--- config.mk ---
export PLATFORM = sky130hd
export DESIGN_NAME = uart_rx_fifo
export DESIGN_NICKNAME = d
export VERILOG_FILES = /design/src/rtl/uart_rx_fifo.sv
export SDC_FILE = /design/constraint.sdc
export NUM_CORES = 1
export LEC_CHECK = 0
export CAP_MARGIN = 20
export CORE_AREA = 2 2 112 71
export DETAILED_ROUTE_END_ITERATION = 12
export DIE_AREA = 0 0 114 73
export PLACE_DENSITY = 0.68
export SLEW_MARGIN = 0
export SYNTH_ARGS = -nofsm -noshare
export SYNTH_HDL_FRONTEND = slang
export SYNTH_SLANG_ARGS = --single-unit
--- constraint.sdc ---
create_clock -name clk -period 2.9 [get_ports clk]
set_input_delay 0.58 -clock clk [delete_from_list [all_inputs] [get_ports clk]]
set_output_delay 0.58 -clock clk [all_outputs]
set_load 0.02 [all_outputs]
--- src/rtl/uart_rx_fifo.sv ---
// uart_rx_fifo: 8N1 UART receiver with 16x oversampling and mid-bit
// sampling, feeding a small show-ahead FIFO. Framing errors and FIFO
// overruns are reported as sticky flags cleared by clr_err.
module uart_rx_fifo #(
    parameter int DIV   = 65,
    parameter int DEPTH = 4
) (
    input  logic                     clk,
    input  logic                     rst,
    input  logic                     rx,
    input  logic                     rd_en,
    output logic [7:0]               rd_data,
    output logic                     rx_valid,
    output logic [$clog2(DEPTH):0]   level,
    output logic                     frame_err,
    output logic                     overrun,
    input  logic                     clr_err
);

    localparam int              AW   = $clog2(DEPTH);
    localparam logic [15:0]     TMAX = 16'(DIV - 1);
    localparam logic [AW:0]     FULL = (AW + 1)'(DEPTH);

    localparam logic [2:0] IDLE  = 3'd0;
    localparam logic [2:0] START = 3'd1;
    localparam logic [2:0] DATA  = 3'd2;
    localparam logic [2:0] STOP  = 3'd3;
    localparam logic [2:0] BREAK = 3'd4;

    logic        s1, s2;
    logic        rxs;
    logic [15:0] tcnt;
    logic        tick;
    logic [2:0]  state;
    logic [3:0]  sc;
    logic [2:0]  bidx;
    logic [7:0]  shreg;
    logic        stop_smp;
    logic        push;
    logic        ferr_set;

    logic [7:0]  mem [DEPTH];
    logic [AW-1:0] wptr, rptr;
    logic [AW:0] count;
    logic        full;
    logic        do_pop;
    logic        do_push;
    logic        ovr_set;

    // Two-flop synchronizer for the asynchronous serial pin; idles high.
    // NOTE: sequential state uses non-blocking assignments so every flop
    // samples the pre-edge value of its neighbours.
    always_ff @(posedge clk or posedge rst) begin
        if (rst) begin
            s1 <= 1'b1;
            s2 <= 1'b1;
        end else begin
            s1 <= rx;
            s2 <= s1;
        end
    end

    assign rxs = s2;

    // Free-running oversample tick divider: one tick every DIV clocks.
    always_ff @(posedge clk or posedge rst) begin
        if (rst) begin
            tcnt <= '0;
        end else if (tick) begin
            tcnt <= '0;
        end else begin
            tcnt <= tcnt + 16'd1;
        end
    end

    assign tick = (tcnt == TMAX);

    // Receive FSM: start qualification, data shifting, stop check, break wait.
    always_ff @(posedge clk or posedge rst) begin
        if (rst) begin
            state <= IDLE;
            sc    <= '0;
            bidx  <= '0;
            shreg <= '0;
        end else if (tick) begin
            case (state)
                IDLE: begin
                    if (!rxs) begin
                        sc    <= '0;
                        state <= START;
                    end
                end
                START: begin
                    if (sc == 4'd7) begin
                        if (!rxs) begin
                            sc    <= '0;
                            bidx  <= '0;
                            state <= DATA;
                        end else begin
                            state <= IDLE;
                        end
                    end else begin
                        sc <= sc + 4'd1;
                    end
                end
                DATA: begin
                    sc <= sc + 4'd1;
                    if (sc == 4'd15) begin
                        shreg <= {rxs, shreg[7:1]};
                        bidx  <= bidx + 3'd1;
                        if (bidx == 3'd7) begin
                            state <= STOP;
                        end
                    end
                end
                STOP: begin
                    sc <= sc + 4'd1;
                    if (sc == 4'd15) begin
                        state <= rxs ? IDLE : BREAK;
                    end
                end
                BREAK: begin
                    if (rxs) begin
                        state <= IDLE;
                    end
                end
                default: state <= IDLE;
            endcase
        end
    end

    // The stop-bit sample either delivers the byte or flags a framing error.
    assign stop_smp = tick && (state == STOP) && (sc == 4'd15);
    assign push     = stop_smp && rxs;
    assign ferr_set = stop_smp && !rxs;

    // A pop at full frees the slot that a simultaneous push then uses.
    assign full    = (count == FULL);
    assign do_pop  = rd_en && (count != '0);
    assign do_push = push && (!full || do_pop);
    assign ovr_set = push && full && !do_pop;

    // FIFO storage write port.
    // NOTE: the storage array has no reset; only pointers and count do,
    // and rd_data is forced to zero whenever the FIFO is empty.
    always_ff @(posedge clk) begin
        if (do_push) begin
            mem[wptr] <= shreg;
        end
    end

    // Pointers wrap naturally because DEPTH is a power of two.
    always_ff @(posedge clk or posedge rst) begin
        if (rst) begin
            wptr  <= '0;
            rptr  <= '0;
            count <= '0;
        end else begin
            if (do_push) begin
                wptr <= wptr + 1'b1;
            end
            if (do_pop) begin
                rptr <= rptr + 1'b1;
            end
            case ({do_push, do_pop})
                2'b10:   count <= count + 1'b1;
                2'b01:   count <= count - 1'b1;
                default: count <= count;
            endcase
        end
    end

    // Sticky error flags; a new event wins over a simultaneous clear.
    always_ff @(posedge clk or posedge rst) begin
        if (rst) begin
            frame_err <= 1'b0;
            overrun   <= 1'b0;
        end else begin
            frame_err <= ferr_set || (frame_err && !clr_err);
            overrun   <= ovr_set  || (overrun   && !clr_err);
        end
    end

    // Show-ahead read port: head entry, or zero when empty.
    // NOTE: the default assignment first keeps this purely combinational.
    always_comb begin
        rd_data = 8'h00;
        if (count != '0) begin
            rd_data = mem[rptr];
        end
    end

    assign rx_valid = (count != '0);
    assign level    = count;

endmodule

==> results_dict.tcl <==
# collected from the flow reports
set metrics [dict create \
    drive_above_1_share_pct 16.6 \
    fin_skew_ns 0.00489 \
    status "finished, final reports clean" \
    cts_root_buf "clkbuf_16" \
    fmaxAchievable_mhz 362 \
    syn_to_final_growth_pct 16.7 \
    track_usage_pct 17.6 \
    pwr-share-seq_pct 43.5 \
    p_int_w 0.00215 \
    worst_pin_slew_ns 0.574 \
    drtPass1Iterations 4 \
    diodes 0 \
    vias_per_cell 5.39 \
    cts_buffers 9 \
    power_frac_comb_pct 14.5 \
    powerClk_w 0.00119 \
    grt_setup_unrepaired "false" \
    seq_cell_power_w 0.00123 \
    gr-total-overflow 0 \
    clk_pin_slew_ns 0.06 \
    yosysCellCount 280 \
    drv_slew 0 \
    htree_levels 3 \
    totalWireLength_um 6490 \
    top_area_share_pct 29.9 \
    async_flop_share_pct 58.4 \
    syn_area_um2 3600 \
    die_area_um2 8320 \
    rows 25 \
    post-route-period-util_pct 95.3 \
    p_leak_nw 1.78 \
    hpwl_um 4530 \
    ys_types 49 \
    syn_inst 280 \
    edf_count 32 \
    drv_cap 0 \
    pg_comb_w 0.000411 \
    synthTopCellsByArea "dfrtp_1 30%, edfxtp_1 27%, mux4_2 5.0%, xnor2_1 3.4%, ha_1 3.1%" \
    power.switching_w 0.000681 \
    critical_path_arrival_ns 2.18 \
    max-slew-margin-rel_pct 61.7 \
    tns_ns 0 \
    dp_slack_ns 0.436 \
    ys_area_um2 3600 \
    critPathKind "flip-flop to output pin" \
    critical_path_required_ns 2.32 \
    hold_viol_final 0 \
    grt_pass1_wl_um 10800 \
    setup_viol 0 \
    drc 0 \
    start_kind "flip-flop" \
    numSynthFlops 77 \
]
[area by class of cell]
class / count / area [um^2] / area share, %
multi-input combinational: 179 / 1400 / 33.2
clock buffer: 12 / 246 / 5.86
tap: 94 / 118 / 2.80
inverter: 12 / 45.0 / 1.07
sequential: 77 / 2090 / 49.7
timing repair buffer: 24 / 238 / 5.65
clock inverter: 4 / 72.6 / 1.73
[layout by cell type, fill, tap and decap left out, types with 7 or more instances in the layout]
cell,instances
dfrtp_1,43
inv_1,11
nor2_1,17
clkbuf_16,9
nand2_1,21
and2_1,10
and3_1,11
xnor2_1,14
mux2_4,7
ha_1,9
mux4_2,8
edfxtp_1,32
clkdlybuf4s50_1,18
o21ai_0,7
nand3_1,16
[worst max-delay path, delay by kind of cell, from the launching register on]
family,cells,cell delay [ns]
buffers and inverters,2,0.71
muxes,1,0.50
DFF,1,0.47
and+or+nand+nor,1,0.16
[per-layer routing]
metal | vias up | part of all wire (%) | global-route usage [%]
met5 | - | 0 | 0
met4 | 0 | 1.4 | 6.50
met3 | 8 | 4.7 | 5.73
met2 | 40 | 41 | 24.7
met1 | 1061 | 53 | 25.7
li1 | 1057 | - | -
[cells in the mapped netlist, types with 2 or more instances]
library cell  count
dfrtp_1          43
edfxtp_1         32
nand2_1          21
nor2_1           17
nand3_1          16
xnor2_1          14
inv_1            12
and3_1           11
and2_1           10
ha_1              9
mux4_2            8
mux2_4            7
o21ai_0           7
clkbuf_1          5
nor3_1            5
buf_2             4
mux2i_1           4
nor4_1            4
or3_1             4
xor2_1            4
buf_6             3
mux2_2            3
nand4_1           3
a21oi_1           2
a22o_2            2
dfstp_2           2
nand2b_1          2
nor3b_1           2
o22ai_1           2
o31ai_1           2
or2_2             2
[cells by family after synthesis]
kind of cell / count (synthesis) / share of synthesized area [%]
buffers and inverters: 24 / 3.26
and+or+nand+nor: 106 / 16.3
AOI/OAI and AO/OA: 23 / 4.44
DFF: 77 / 58.0
muxes: 22 / 9.96
adders and majority gates: 10 / 3.68
xor gates and xnor gates: 18 / 4.37
[worst paths after layout]
| path | from | end | slack [ns] | cells past startpoint |
|---|---|---|---|---|
| worst max-delay path | rptr[0]$_DFFE_PP0P_ | rd_data[7] | 0.14 | 4 |
| max in group asynchronous | rst | sc[1]$_DFFE_PP0P_ | 1.79 | 3 |
| min in group asynchronous | rst | tcnt[14]$_DFF_PP0_ | 0.71 | 3 |
| worst min-delay path | s1$_DFF_PP1_ | rxs$_DFF_PP1_ | 0.36 | 0 |
| worst min register to register | s1$_DFF_PP1_ | rxs$_DFF_PP1_ | 0.36 | 0 |
| worst max register to register | tcnt[0]$_DFF_PP0_ | level[2]$_DFFE_PP0P_ | 0.46 | 10 |
[per-stage QoR]
step                      area [um^2]  instances  hold WS, ns  power [W]
after floorplan                  3600        280        0.345    0.00152
after global placement           3890        386        0.346    0.00167
after detailed placement         3890        386        0.350    0.00167
after CTS                        4210        402        0.358    0.00286
after global routing             4210        402        0.362    0.00295
final                            4210        402        0.357    0.00283
[sequential cells by signal, indices dropped and copies added (netlist names), 2 cells and up]
signal	count
tcnt	16
level	3
shreg	8
state	3
rptr	2
wptr	2
sc	4
bidx	3
mem	32
**Placement density heat map**

(3 px per um) The die is cut into 11 by 7 equal tiles; black is low, pale yellow is high, 0 to 100% covered.
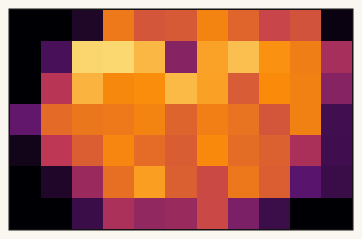
14% of the tiles are over 75% full. The mean over all tiles is 49%. 12% of the tiles are nearly empty. The fullest tile reaches 92%. The emptiest ninth of the die: bottom left.
fin util: 56.5%
FP Core Util: 48.4%
Core Region: 7440 um^2

**The clock network**

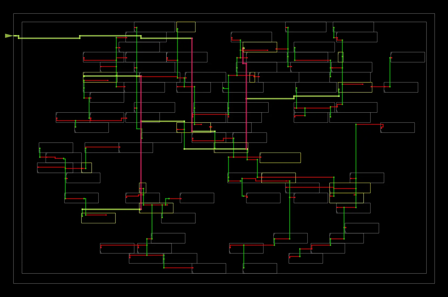
sequential cells: 77
Skew-Pair Late Insertion Delay: 0.33 ns

**Ports around the boundary**

(3 px per um) Pins as bars across the die edge, other pins in grey.
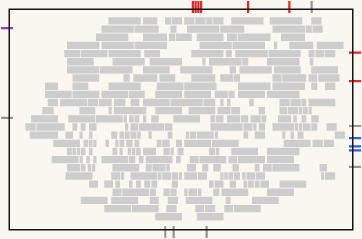
Blue is level, pins 3, direction output, edge right. Red is rd_data, pins 8, direction output, edge 6 top, 2 right. Purple is clk, pins 1, direction input, edge left.
All pins by edge: 7 right, 7 top, 3 bottom, 2 left.
Die Width: 114 um
IO buf count: 18
chip height: 73 um

Power and IR drop assume default switching activity.
